==> src/rtl/if_id_latch.sv <==
// IF/ID pipeline register: latches fetch outputs, splits decode fields, handles stall/flush/halt.
// Optional stall/flush performance counters are enabled by defining IF_ID_PERF_CNT_EN.
module if_id_latch #(
    parameter int unsigned        NB_DATA     = 32,
    parameter int unsigned        NB_IMM      = 16,
    parameter int unsigned        NB_REG      = 5,
    parameter logic [NB_DATA-1:0] HALT_OPCODE = 32'hFFFF_FFFF
) (
    input  logic               i_clk,
    input  logic               i_reset,
    input  logic               i_Enable,
    input  logic [NB_DATA-1:0] i_Instr,
    input  logic [NB_DATA-1:0] i_PC4,
    input  logic               i_Stall,
    input  logic               i_Flush,
    output logic [NB_DATA-1:0] o_Instr,
    output logic [NB_DATA-1:0] o_PC4,
    output logic               o_Valid,
    output logic [5:0]         o_Opcode,
    output logic [NB_REG-1:0]  o_Rs,
    output logic [NB_REG-1:0]  o_Rt,
    output logic [NB_REG-1:0]  o_Rd,
    output logic [4:0]         o_Shamt,
    output logic [5:0]         o_Funct,
    output logic [NB_IMM-1:0]  o_Imm,
    output logic [1:0]         o_ExtensionMode,
    output logic               o_Halt
`ifdef IF_ID_PERF_CNT_EN
    ,
    output logic [31:0]        o_StallCnt,
    output logic [31:0]        o_FlushCnt
`endif
);

    typedef enum logic {StRun, StHalted} state_e;

    localparam logic [5:0] OpAndi = 6'b001100;
    localparam logic [5:0] OpOri  = 6'b001101;
    localparam logic [5:0] OpXori = 6'b001110;
    localparam logic [5:0] OpLui  = 6'b001111;

    state_e             state_q;
    logic [NB_DATA-1:0] instr_q;
    logic [NB_DATA-1:0] pc4_q;
    logic               valid_q;
    logic               run_en;

    assign run_en = i_Enable && (state_q == StRun);

    always_ff @(posedge i_clk or negedge i_reset) begin
        if (!i_reset) begin
            state_q <= StRun;
            instr_q <= '0;
            pc4_q   <= '0;
            valid_q <= 1'b0;
        end else if (run_en) begin
            if (i_Flush) begin
                // Bubble: NOP word, PC+4 kept for debug visibility
                instr_q <= '0;
                valid_q <= 1'b0;
            end else if (!i_Stall) begin
                instr_q <= i_Instr;
                pc4_q   <= i_PC4;
                valid_q <= 1'b1;
                if (i_Instr == HALT_OPCODE) begin
                    state_q <= StHalted;
                end
            end
        end
    end

`ifdef IF_ID_PERF_CNT_EN
    logic [31:0] stall_cnt_q;
    logic [31:0] flush_cnt_q;

    always_ff @(posedge i_clk or negedge i_reset) begin
        if (!i_reset) begin
            stall_cnt_q <= '0;
            flush_cnt_q <= '0;
        end else if (run_en) begin
            if (i_Flush) begin
                flush_cnt_q <= flush_cnt_q + 32'd1;
            end else if (i_Stall) begin
                stall_cnt_q <= stall_cnt_q + 32'd1;
            end
        end
    end

    assign o_StallCnt = stall_cnt_q;
    assign o_FlushCnt = flush_cnt_q;
`endif

    assign o_Instr  = instr_q;
    assign o_PC4    = pc4_q;
    assign o_Valid  = valid_q;
    assign o_Halt   = (state_q == StHalted);
    assign o_Opcode = instr_q[31:26];
    assign o_Rs     = instr_q[25:21];
    assign o_Rt     = instr_q[20:16];
    assign o_Rd     = instr_q[15:11];
    assign o_Shamt  = instr_q[10:6];
    assign o_Funct  = instr_q[5:0];
    assign o_Imm    = instr_q[NB_IMM-1:0];

    always_comb begin
        o_ExtensionMode = 2'b00;
        if (!valid_q) begin
            o_ExtensionMode = 2'b11;
        end else begin
            case (instr_q[31:26])
                OpAndi, OpOri, OpXori: o_ExtensionMode = 2'b01;
                OpLui:                 o_ExtensionMode = 2'b10;
                default:               o_ExtensionMode = 2'b00;
            endcase
        end
    end

endmodule
==> config.mk <==
export PLATFORM = sky130hd
export DESIGN_NAME = if_id_latch
export DESIGN_NICKNAME = d
export VERILOG_FILES = /design/src/rtl/if_id_latch.sv
export SDC_FILE = /design/constraint.sdc
export NUM_CORES = 1
export LEC_CHECK = 0
export ABC_AREA = 1
export CORE_ASPECT_RATIO = 1.25
export CORE_MARGIN = 2
export CORE_UTILIZATION = 34
export DETAILED_ROUTE_END_ITERATION = 6
export GPL_ROUTABILITY_DRIVEN = 0
export GPL_TIMING_DRIVEN = 0
export PLACE_DENSITY = 0.76
export SLEW_MARGIN = 20
export SYNTH_ARGS = -nofsm -noshare
export SYNTH_HDL_FRONTEND = slang
export SYNTH_SLANG_ARGS = --single-unit
==> constraint.sdc <==
create_clock -name i_clk -period 1.2 [get_ports i_clk]
set_input_delay 0.18 -clock i_clk [delete_from_list [all_inputs] [get_ports i_clk]]
set_output_delay 0.18 -clock i_clk [all_outputs]
set_load 0.05 [all_outputs]
==> metrics.yaml <==
floorplan:
  rows: 39
  die_w_um: 90.12
  core_um2: 9076
  ios: 185
  fp_util: 0.3473
clock_tree:
  cts_made_buffers: 9
  clockBufferDepth: 2
  cts_max_level: 3
  clkSinkCount: 66
routing:
  ant_nets: 0
  wl_per_cell_um: 15.27
  drtPass1Iterations: 4
  drc: 0
final_layout:
  fin_nets: 665
  antennaDiodeCount: 0
  fillers: 692
  drive_above_1_share: 0.4592
  area_delta_synth_final_pct: 92.46
  seqCellArea_um2: 1665
grt:
  grt_pass1_vias: 3382
  use_met3: 0.04127
  gr-usage-met1: 0.2444
  grt_first_pass_wirelength_um: 16930
  busiest_layer: "met2"
  antenna_found_initial: 0
  gr-usage-met2: 0.3724
outcome:
  violations: "negative setup slack"
  status: "complete, but fails checks"
placed_design:
  dp_hpwl_um: 7606
  io_buffers: 184
power:
  vdd_ir_drop_max_mv: 0.7006
  power.leakage_nw: 3.114
  power.internal_mw: 4.659
  net-switching-power_mw: 2.290
  p_comb_frac: 0.312
  powerDensity_nw_per_um2: 1146
  clockPowerShare: 0.335
  p_seq_frac: 0.352
critical_path:
  reg2reg_from: "o_Halt"
  critPathRequiredTime_ns: 1.02
  cp-end-kind: "output port"
  r2r_end: "o_Instr[23]"
  rrSetupSlack_ns: -0.04
  cp_max_fo: 3
  ff2ff_path_depth: 5
  crit_type: "flip-flop to output port"
final_timing:
  clock_skew_ns: 0.01063
  finalClockPeriodUsage: 1.273
  setup_tns_ns: -1.901
  setup_ws_ns: -0.3274
  hold_violations: 0
  tightest_slew_ns: 0.4898
  rsz0062_at_grt: "yes"
  relSlewSlack: 0.6747
  finalSetupViolCount: 43
  fmax_mhz: 654.7
logic_synthesis:
  yosys_area_um2: 3152
  syn_avg_cell_area_um2: 8.518
  fp_nets: 439
  top_cell: "nand2_1"
  syn_inst: 370
  edf_count: 0
  ys_sh_simple: 0.2255
  ys_sh_mux: 0
  ys_ff: 66
  top_cell_area_share: 0.5240
  synth-async-reset-ratio: 1.000
  aoi_share: 0.05875
  topCellsByArea: "dfrtp_1 52%, buf_4 12%, nand2_1 10%, nand3_1 10%, inv_1 4.6%"
  largest_area_cell: "dfrtp_1"
  xor_share: 0
  ys_sh_adder: 0
  topCombFamilyByArea: "simple AND/OR/NAND/NOR gates"
  ys_cells: 370
  postSynthSeqShare: 0.5240
run:
  maxCapViolations: 0
[repair_timing]
| item | CTS | global route |
|---|---|---|
| pin swaps | 4 | 4 |
| setup endpoints to repair | 181 | 114 |
| gates cloned | 2 | 1 |
| hold buffers | 1 | 0 |
| gates resized | 736 | 105 |
| hold endpoints to repair | 32 | 0 |
| setup buffers | 37 | 9 |
[power groups by stage]
stage	logic [mW]	clock network, mW	registers (mW)
after floorplan	0.749	0	2.83
after global placement	1.87	0	2.47
after detailed placement	1.90	0	2.47
after CTS	2.03	2.36	2.43
after global routing	2.25	2.48	2.46
final	2.17	2.33	2.45
[layout make-up]
| class | instances | area share |
|---|---|---|
| well taps | 123 | 0.02537 |
| clock buffers | 12 | 0.03899 |
| multi-input cells | 199 | 0.1759 |
| inverters | 39 | 0.02413 |
| flip-flops and latches | 66 | 0.2745 |
| repair buffers | 234 | 0.3830 |
| plain buffers | 47 | 0.07467 |
| clock inverters | 4 | 0.003300 |
[worst max-delay path: stages, from the launching register on]
cell	delay [ns]
dfrtp_2	0.43
inv_2	0.06
nand4_1	0.09
buf_6	0.15
o21ai_4	0.11
buf_6	0.17
[flip-flops by register name, indices dropped and copies added, names as in the netlist]
signal	flops
o_Halt	1
o_Instr	32
o_PC4	32
o_Valid	1
[placed cells by master (no fill, tap or decap), types with 30 or more instances in the layout]
master	n
dfrtp_1	55
buf_2	53
buf_6	61
o21ai_2	30
buf_4	42
clkdlybuf4s50_1	67
nand3_1	63
buf_8	44
nand2_1	84
inv_1	37
[per-stage QoR]
| stage | hold WS, ns | instances | setup WS, ns | area (um2) | power, mW |
|---|---|---|---|---|---|
| after floorplan | -0.1156 | 370 | -0.1720 | 3226 | 3.577 |
| after global placement | 0.4529 | 677 | -2.521 | 5221 | 4.342 |
| after detailed placement | 0.1549 | 678 | -0.7183 | 5239 | 4.379 |
| after CTS | 0.3677 | 717 | -0.3158 | 5679 | 6.818 |
| after global routing | 0.3967 | 724 | -0.3600 | 6066 | 7.193 |
| final | 0.3450 | 724 | -0.3274 | 6066 | 6.949 |
[worst max path at each step]
| stage | to | start | cells past startpoint | slack, ns |
|---|---|---|---|---|
| after detailed placement | o_ExtensionMode[0] | o_Instr[31] | 4 | -0.72 |
| after global placement | o_Halt | i_reset | 1 | -2.52 |
| after global routing | o_ExtensionMode[0] | o_Instr[30] | 5 | -0.36 |
| after CTS | o_ExtensionMode[1] | o_Instr[30] | 5 | -0.32 |
| after floorplan | o_ExtensionMode[0] | o_Instr[31] | 3 | -0.17 |
| final | o_ExtensionMode[1] | o_Instr[30] | 5 | -0.33 |
[cell families (layout without fill, tap and decap cells)]
family | after synthesis | after routing
AND/OR/NAND/NOR | 163 | 163
buffers and inverters | 105 | 336
AND-OR/OR-AND | 36 | 36
flip-flops | 66 | 66
[per-layer routing]
layer,share of wire,up-vias
li1,-,1572
met1,0.39,1573
met2,0.53,139
met3,0.058,19
met4,0.027,0
met5,0,-
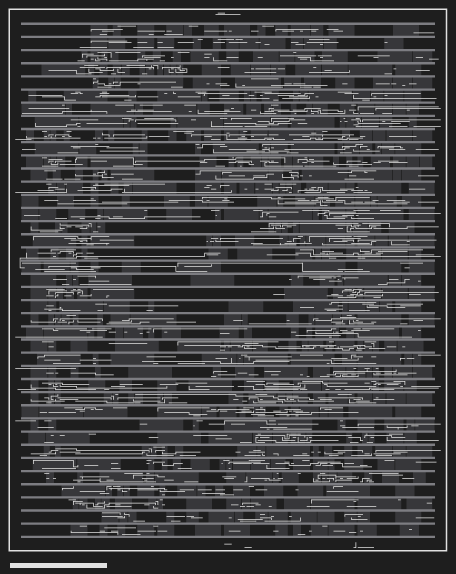
Figure 1: signal wires on met1.
The bar under the picture is 20 um long. Supply wires on this layer in grey.
570 nets have wire on it. The layer carries 4,260 um of wire. The longest straight run is 26.9 um. The wires run mostly horizontal. The layer holds 39% of the routed length.

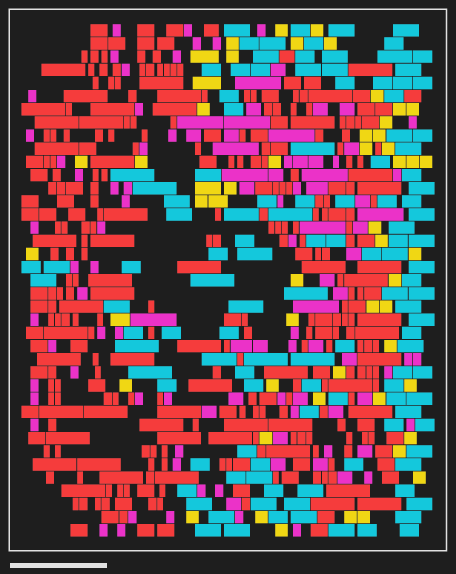
Figure 2: drive-strength map.
The bar under the picture is 20 um long.
x6 and larger: in cyan, cells 120, share 20%. x3 and x4: in yellow, cells 53, share 8.8%. x1 and smaller: in red, cells 325, share 54%. x2: in magenta, cells 103, share 17%.

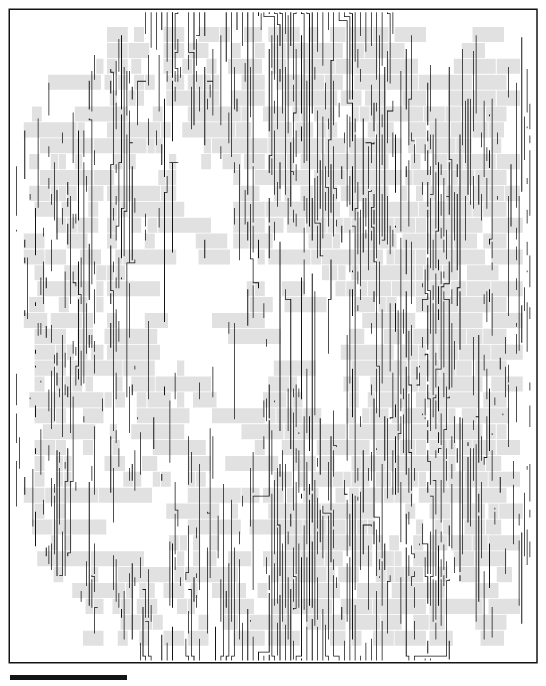
Figure 3: M2 wires.
The bar under the picture is 20 um long.
The longest straight run is 43.9 um. 585 nets have wire on it.
vias after detailed routing: 3,303
Routed WL: 11,060 um

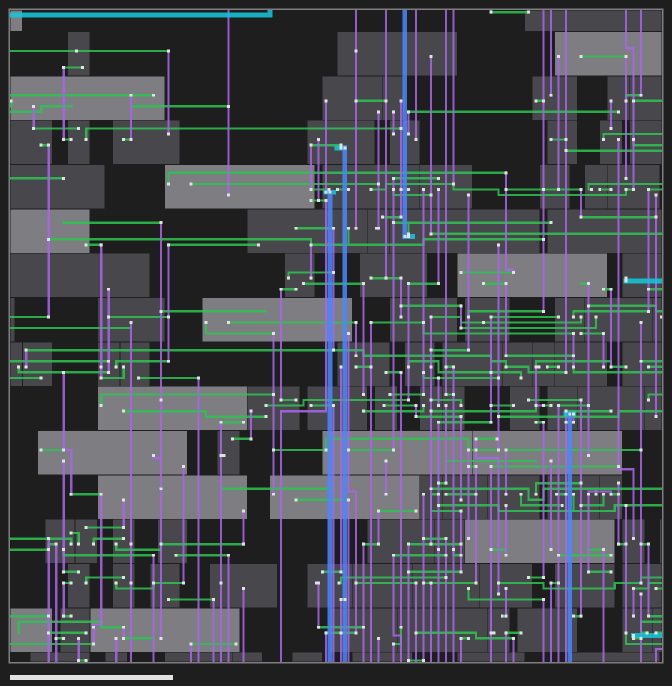
Figure 4: close-up of the layout.
The bar under the picture is 10 um long. Region (25, 13) to (65, 53) um. Cells in grey, sequential cells in the stronger grey; small squares are vias.
M4: in blue. M3: in cyan. M1: in green. M2: in purple.
100 logic cells have their middle in the window. Most frequent: buf_6 (12), dfrtp_1 (12). Netlist names of flops here include `o_Instr` (9), `o_PC4` (4). Sequential cells in the window: 14.

Power figures rest on the tool's default switching activity, not on a simulated workload.
